<file path="src/rtl/kyber_poly_compress_if.sv">
// kyber_poly_compress_if: coefficient-in / byte-out bus bundle for the ciphertext compressor
interface kyber_poly_compress_if #(
  parameter int DEPTH = 8
);
  logic set;
  logic readin;
  logic full_in;
  logic d_sel;
  logic [15:0] comp_din_1;
  logic [15:0] comp_din_2;
  logic [DEPTH-1:0] in_index;
  logic readout;
  logic [7:0] comp_dout;
  logic [8:0] out_index;
  logic dout_valid;
  logic readin_ok;
  logic done;
  modport master (
    output set, readin, full_in, d_sel, comp_din_1, comp_din_2, in_index, readout,
    input comp_dout, out_index, dout_valid, readin_ok, done
  );
  modport slave (
    input set, readin, full_in, d_sel, comp_din_1, comp_din_2, in_index, readout,
    output comp_dout, out_index, dout_valid, readin_ok, done
  );
endinterface

</file>
<file path="src/rtl/kyber_poly_compress.sv">
// kyber_poly_compress: buffers one polynomial, compresses each coefficient to d bits and streams packed bytes
module kyber_poly_compress #(
  parameter int DEPTH = 8
) (
  input logic clk,
  input logic reset,
  kyber_poly_compress_if.slave bus
);
  localparam int PAIRS = 2 ** (DEPTH - 1);
  localparam logic [8:0] LAST4 = 9'(PAIRS - 1);
  localparam logic [8:0] LAST10 = 9'(PAIRS * 5 / 2 - 1);
  typedef enum logic [1:0] {LOAD, COMP, DONE} state_t;
  state_t state;
  logic [31:0] mem [PAIRS];
  logic [31:0] rd_data;
  logic rd_vld;
  logic d4;
  logic [DEPTH-1:0] fetch_addr;
  logic [31:0] acc;
  logic [31:0] acc_next;
  logic [31:0] new_bits;
  logic [5:0] cnt;
  logic [5:0] cnt_sh;
  logic [5:0] cnt_next;
  logic [5:0] pair_bits;
  logic [9:0] c0;
  logic [9:0] c1;
  logic xfer;
  logic last_xfer;
  logic fetch;

  // One conditional subtract brings x into 0..3328, then round(x * 2^d / q) by constant division
  function automatic logic [9:0] compress(input logic [15:0] x, input logic dsel);
    logic [15:0] r;
    logic [23:0] n;
    logic [9:0] q;
    r = (x >= 16'd3329) ? x - 16'd3329 : x;
    n = (dsel ? {4'd0, r, 4'd0} : {r[13:0], 10'd0}) + 24'd1664;
    q = 10'(n / 24'd3329);
    return dsel ? {6'd0, q[3:0]} : q;
  endfunction

  // Packing datapath: drain a byte on transfer, append the arriving pair above the remaining bits
  always_comb begin
    c0 = compress(rd_data[15:0], d4);
    c1 = compress(rd_data[31:16], d4);
    pair_bits = d4 ? 6'd8 : 6'd20;
    new_bits = d4 ? {24'd0, c1[3:0], c0[3:0]} : {12'd0, c1, c0};
    xfer = bus.dout_valid & bus.readout;
    last_xfer = xfer & (bus.out_index == (d4 ? LAST4 : LAST10));
    cnt_sh = xfer ? cnt - 6'd8 : cnt;
    cnt_next = rd_vld ? cnt_sh + pair_bits : cnt_sh;
    acc_next = (xfer ? acc >> 8 : acc) | (rd_vld ? new_bits << cnt_sh : 32'd0);
    fetch = ~fetch_addr[DEPTH-1] & (cnt_next <= 6'd12);
  end

  // Pair buffer: written only while loading, read every enabled cycle at the fetch address
  always_ff @(posedge clk)
    if (bus.set && !reset) begin
      if (state == LOAD && bus.readin) mem[bus.in_index[DEPTH-1:1]] <= {bus.comp_din_2, bus.comp_din_1};
      rd_data <= mem[fetch_addr[DEPTH-2:0]];
    end

  // Control FSM with the accumulator, fetch pointer and registered handshake outputs
  always_ff @(posedge clk)
    if (reset) begin
      state <= LOAD;
      d4 <= 1'b0;
      fetch_addr <= '0;
      rd_vld <= 1'b0;
      acc <= '0;
      cnt <= '0;
      bus.comp_dout <= '0;
      bus.out_index <= '0;
      bus.dout_valid <= 1'b0;
      bus.readin_ok <= 1'b1;
      bus.done <= 1'b0;
    end else if (bus.set)
      case (state)
        LOAD: begin
          bus.done <= 1'b0;
          if (bus.full_in) begin
            state <= COMP;
            d4 <= bus.d_sel;
            fetch_addr <= '0;
            rd_vld <= 1'b0;
            acc <= '0;
            cnt <= '0;
            bus.comp_dout <= '0;
            bus.out_index <= '0;
            bus.readin_ok <= 1'b0;
          end
        end
        COMP: begin
          fetch_addr <= fetch_addr + DEPTH'(fetch);
          rd_vld <= fetch;
          acc <= acc_next;
          cnt <= cnt_next;
          bus.comp_dout <= acc_next[7:0];
          bus.dout_valid <= ~last_xfer & (cnt_next >= 6'd8);
          bus.out_index <= bus.out_index + 9'(xfer & ~last_xfer);
          if (last_xfer) begin
            state <= DONE;
            bus.done <= 1'b1;
          end
        end
        default: begin
          state <= LOAD;
          bus.done <= 1'b0;
          bus.readin_ok <= 1'b1;
        end
      endcase
endmodule

</file>
<file path="src/flat_wrapper.sv">
// flat-port wrapper written by rule: the top's interface ports become plain ports
module kyber_poly_compress_flat 
#(
  parameter int DEPTH = 8
)
  (clk, reset, bus_set, bus_readin, bus_full_in, bus_d_sel, bus_comp_din_1, bus_comp_din_2, bus_in_index, bus_readout, bus_comp_dout, bus_out_index, bus_dout_valid, bus_readin_ok, bus_done);
  kyber_poly_compress_if #(.DEPTH(DEPTH)) bus_i ();
  input logic clk;
  input logic reset;
  input wire logic [$bits(bus_i.set)-1:0] bus_set;
  input wire logic [$bits(bus_i.readin)-1:0] bus_readin;
  input wire logic [$bits(bus_i.full_in)-1:0] bus_full_in;
  input wire logic [$bits(bus_i.d_sel)-1:0] bus_d_sel;
  input wire logic [$bits(bus_i.comp_din_1)-1:0] bus_comp_din_1;
  input wire logic [$bits(bus_i.comp_din_2)-1:0] bus_comp_din_2;
  input wire logic [$bits(bus_i.in_index)-1:0] bus_in_index;
  input wire logic [$bits(bus_i.readout)-1:0] bus_readout;
  output wire logic [$bits(bus_i.comp_dout)-1:0] bus_comp_dout;
  output wire logic [$bits(bus_i.out_index)-1:0] bus_out_index;
  output wire logic [$bits(bus_i.dout_valid)-1:0] bus_dout_valid;
  output wire logic [$bits(bus_i.readin_ok)-1:0] bus_readin_ok;
  output wire logic [$bits(bus_i.done)-1:0] bus_done;
  assign bus_i.set = bus_set;
  assign bus_i.readin = bus_readin;
  assign bus_i.full_in = bus_full_in;
  assign bus_i.d_sel = bus_d_sel;
  assign bus_i.comp_din_1 = bus_comp_din_1;
  assign bus_i.comp_din_2 = bus_comp_din_2;
  assign bus_i.in_index = bus_in_index;
  assign bus_i.readout = bus_readout;
  assign bus_comp_dout = bus_i.comp_dout;
  assign bus_out_index = bus_i.out_index;
  assign bus_dout_valid = bus_i.dout_valid;
  assign bus_readin_ok = bus_i.readin_ok;
  assign bus_done = bus_i.done;
  kyber_poly_compress #(.DEPTH(DEPTH)) u_core (.clk(clk), .reset(reset), .bus(bus_i));
endmodule
</file>
<file path="config.mk">
export PLATFORM = sky130hd
export DESIGN_NAME = kyber_poly_compress_flat
export DESIGN_NICKNAME = d
export VERILOG_FILES = /design/src/rtl/kyber_poly_compress_if.sv /design/src/rtl/kyber_poly_compress.sv /design/src/flat_wrapper.sv
export SDC_FILE = /design/constraint.sdc
export NUM_CORES = 2
export LEC_CHECK = 0
export CORE_MARGIN = 5
export CORE_UTILIZATION = 35
export DETAILED_ROUTE_END_ITERATION = 10
export SLEW_MARGIN = 30
export SYNTH_ARGS = -nofsm -noshare
export SYNTH_HDL_FRONTEND = slang
export SYNTH_SLANG_ARGS = --single-unit
</file>
<file path="constraint.sdc">
create_clock -name clk -period 15.3 [get_ports clk]
set_input_delay 3.06 -clock clk [delete_from_list [all_inputs] [get_ports clk]]
set_output_delay 3.06 -clock clk [all_outputs]
set_load 0.03 [all_outputs]
</file>
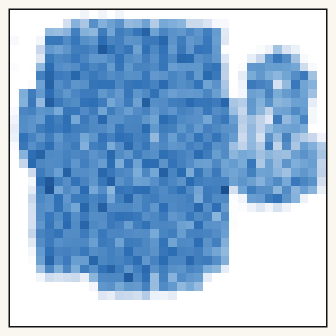
cell_density.png
The die is cut into 36 by 36 equal tiles; white is low, dark blue is high, 0 to 100% covered.
mean over tiles	39%
tiles over 75% full	4.4%
emptiest ninth of the die	south-east
fullest tile	88%

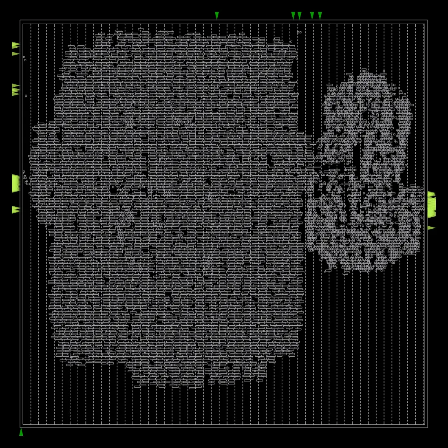
placement.png
# rows: 259
tap cells: 6655
post-route insts no fill: 17100
FF+latch count: 4188
Seq/total area: 59.8%

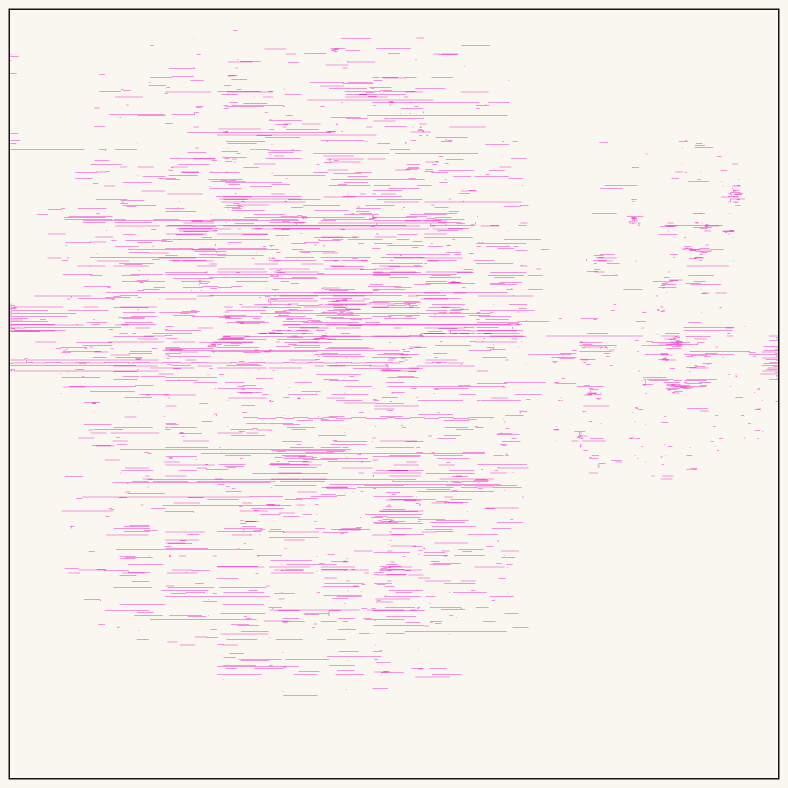
layer_met3.png
wire length on this layer	38.4 mm
longest straight run	374 µm
main direction	horizontal
nets with wire on the layer	951
share of all routed wire	7.9%
vias: 96300
met3 Usage GRT: 2.95%
Routed WL: 488 mm

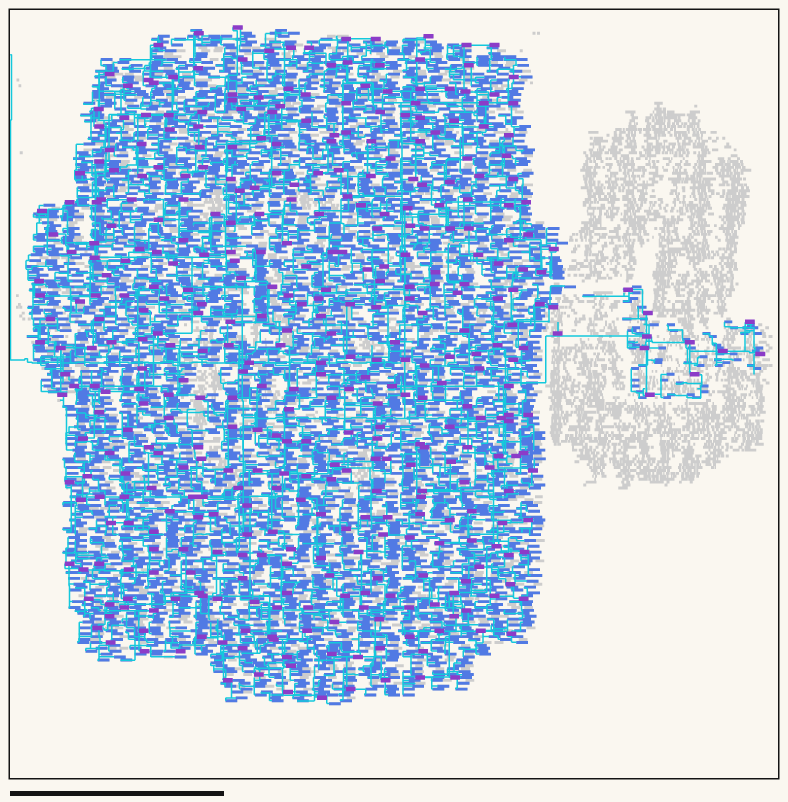
clk_routes.png
The bar under the picture is 200 µm long.
[clock drivers] purple | count: 411
[flip-flops] blue | count: 4188
[clock wires] cyan | length: 47.1 mm
routed clock nets	412
clk pwr: 9870 µW
Clock power frac: 22.7%
worst clock skew: 149 ps
worst-skew pair later-pin latency: 1050 ps

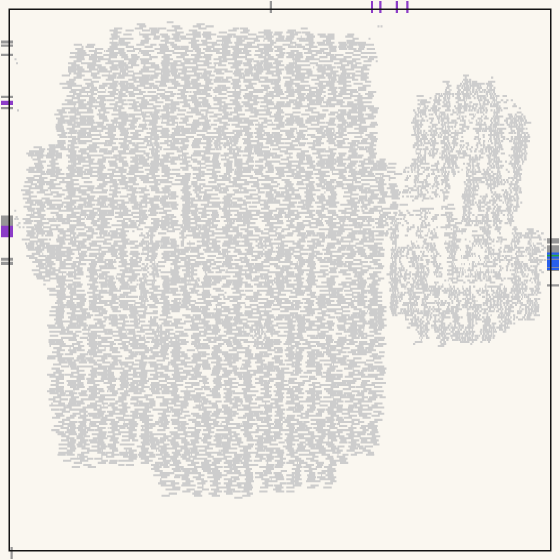
io_placement.png
Pins as bars across the die edge, other pins in gray.
port	color	pins	direction	edge
bus_readin	green	1	input	east
bus_comp_din_2	purple	16	input	12 west, 4 north
bus_out_index	blue	9	output	east

==> flow_summary_export.csv <==
group,metric,value,unit
status,status,"completed",
power_and_ir_drop,seqPwrFrac,29.0,%
clock_network,ctsResizeCount,101,
sta,grt_setup_unrepaired,"true",
layout,final_layout_top_logic_cells,"edfxtp_1 (4128), mux4_2 (1344), buf_4 (1342), clkbuf_16 (412), nor2_1 (275)",
layout,largestClassByArea,"sequential cells",
layout,final_core_util,42.1,%
layout,nets,10200,
worst_setup_path,start_kind,"register",
worst_setup_path,critPathTopFamily,"AND-OR/OR-AND gates",
global_route,grt_pass1_wl,694,mm
place,placed_cell_area,193000,µm²
logic_synthesis,top_area_share,70.9,%
logic_synthesis,logic_family,"multiplexers",
sta,post-route-min-period,15140,ps
logic_synthesis,xor_area_share,0.869,%
floorplan,die_area,514000,µm²
hold_path,hold_path_end,"u_core.acc[29]$_SDFFE_PP0P_",
sta,maxSlewHeadroom,30.7,%
drt,routed-wl-met3,38.4,mm
hold_path,min_from,"u_core.acc[29]$_SDFFE_PP0P_",
global_route,gr-usage-met1,25.6,%
layout,lay_top_count,"edfxtp_1",
worst_setup_path,worst-path-stages,65,
clock_network,cts_htree_levels,5,
clock_network,clock_sinks,4188,
logic_synthesis,synthDistinctLibCells,144,
worst_setup_path,r2r_slack,160,ps
floorplan,core_area,498000,µm²
sta,finalCritPeriodShare,99.0,%
clock_network,cts_root_buffer,"clkbuf_16",
drt,drt.antenna.violating_nets,0,
layout,num-nonclk-buffers,1441,
logic_synthesis,synth_area_leader_cell,"edfxtp_1",
logic_synthesis,syn-cell-area,175000,µm²
power_and_ir_drop,p_per_area,208,nW/µm²
floorplan,fp_util,35.1,%
flow_run,cap_violations,0,
drt,routed_via_density,5.62,
logic_synthesis,synth.most_common_cell,"edfxtp_1",
layout,largest_reg_flops,4096,
global_route,gr-max-usage-layer,"met2",
place,pre_cts_ws,-750,ps
sta,holdWs,457,ps
place,dp_cells,16200,
worst_setup_path,worstSetupPathType,"register to register",
floorplan,pin_count,67,
worst_setup_path,cpMaxStageDelayCell,"or4_4",
drt,route.top_layer_used,"met5",
logic_synthesis,synthTopCellsByCount,"edfxtp_1 (4128), mux4_2 (1344), nor2_1 (425)",
layout,final-nonclk-buf-share,5.43,%
logic_synthesis,syn_area_per_cell,20.2,µm²
place,portBuffers,65,
layout,drive_gt1_share,38.3,%
global_route,grt_max_degree,164,
hold_path,hold_depth,2,
global_route,grt_use_total,18.5,%
logic_synthesis,postSynth.asyncResetShare,0,%
logic_synthesis,ys_area,175000,µm²
sta,worst_slew_pin_slew,1040,ps
layout,clock_buffers,499,
layout,fillCellCount,43200,
worst_setup_path,endpoint,"u_core.acc[16]$_SDFFE_PP0P_",
worst_setup_path,startpoint,"u_core.rd_data[0]$_DFFE_PP_",
sta,slew_viol_final,0,
worst_setup_path,regToRegEndpoint,"u_core.acc[16]$_SDFFE_PP0P_",
worst_setup_path,cp_max_fo,8,
layout,num-multi-input-gates,3995,
logic_synthesis,synthAoiAreaFrac,4.55,%
logic_synthesis,fa_ha_area_share,0.220,%
drt,drtIter0Drc,11300,
worst_setup_path,cp.required,16150,ps
place,hpwl,280,mm
logic_synthesis,synth-simple-area-share,3.74,%
clock_network,cts_setup_buffers,31,
logic_synthesis,synthMuxAreaShare,17.9,%
clock_network,cts_made_buffers,411,
power_and_ir_drop,p_leak,0.0640,µW
sta,hold_viol_final,0,
layout,antenna_cells,36,
logic_synthesis,synth_cells,8671,
floorplan,die_h,717,µm
layout,inverters_excl_clock,49,
sta,fin_setup_tns,0,ps
drt,drc,0,
worst_setup_path,cp-end-kind,"register",
clock_network,cts_tree,"built",
logic_synthesis,synthTopCellsByArea,"edfxtp_1 (71%), mux4_2 (17%), nor2_1 (0.91%)",
worst_setup_path,r2r-start,"u_core.rd_data[0]$_DFFE_PP_",
floorplan,die_w,717,µm
logic_synthesis,ys_cells,8671,
global_route,antenna_found_initial,56,
layout,logic_area,51100,µm²
worst_setup_path,cpPeakStageDelay,560,ps
drt,first_pass_iters,6,
worst_setup_path,crit_buf_inv,11,
layout,seqCellArea,125000,µm²
flow_run,openroad.warnings,40,
layout,combAreaFraction,24.4,%
power_and_ir_drop,combPwrFrac,48.3,%
worst_setup_path,rr_worst_depth,65,
logic_synthesis,syn-num-nets,8745,
layout,clock_area_share,6.27,%
logic_synthesis,ff_type,"edfxtp_1",
logic_synthesis,synth-edff-count,4128,
clock_network,clkTransAtPathRegs,60,ps
worst_setup_path,critPathMostFrequentCell,"buf_4",
power_and_ir_drop,comb_power,21000,µW
worst_setup_path,critPathArrivalTime,16000,ps
global_route,grt_pass1_vias,97800,
clock_network,cts.path.max_buffers,4,
power_and_ir_drop,p_sw_share,35.2,%
drt,wl_per_cell,28.5,µm
logic_synthesis,ys_ff,4188,
drt,drt-met1-wl,200,mm
power_and_ir_drop,max-vdd-ir-drop,762,µV
logic_synthesis,synth-warning-count,0,
sta,setup_slack,156,ps
power_and_ir_drop,p_switching,15300,µW
drt,wl_met2,238,mm
sta,finalSetupViolations,0,
power_and_ir_drop,p_total,43500,µW
logic_synthesis,postSynthSeqShare,71.6,%
power_and_ir_drop,pg_seq,12600,µW
layout,areaGrowthSynthToFinish,19.8,%
power_and_ir_drop,p_int,28200,µW
layout,stdcell_area,209000,µm²
place,gp_congestion,0.850,
clock_network,hold_buffers,0,
global_route,use_met2,30.6,%
sta,max_clock_freq,66.0,MHz
hold_path,hold_path.class,"register to register",
global_route,overflow,0,
Power and IR drop assume default switching activity.
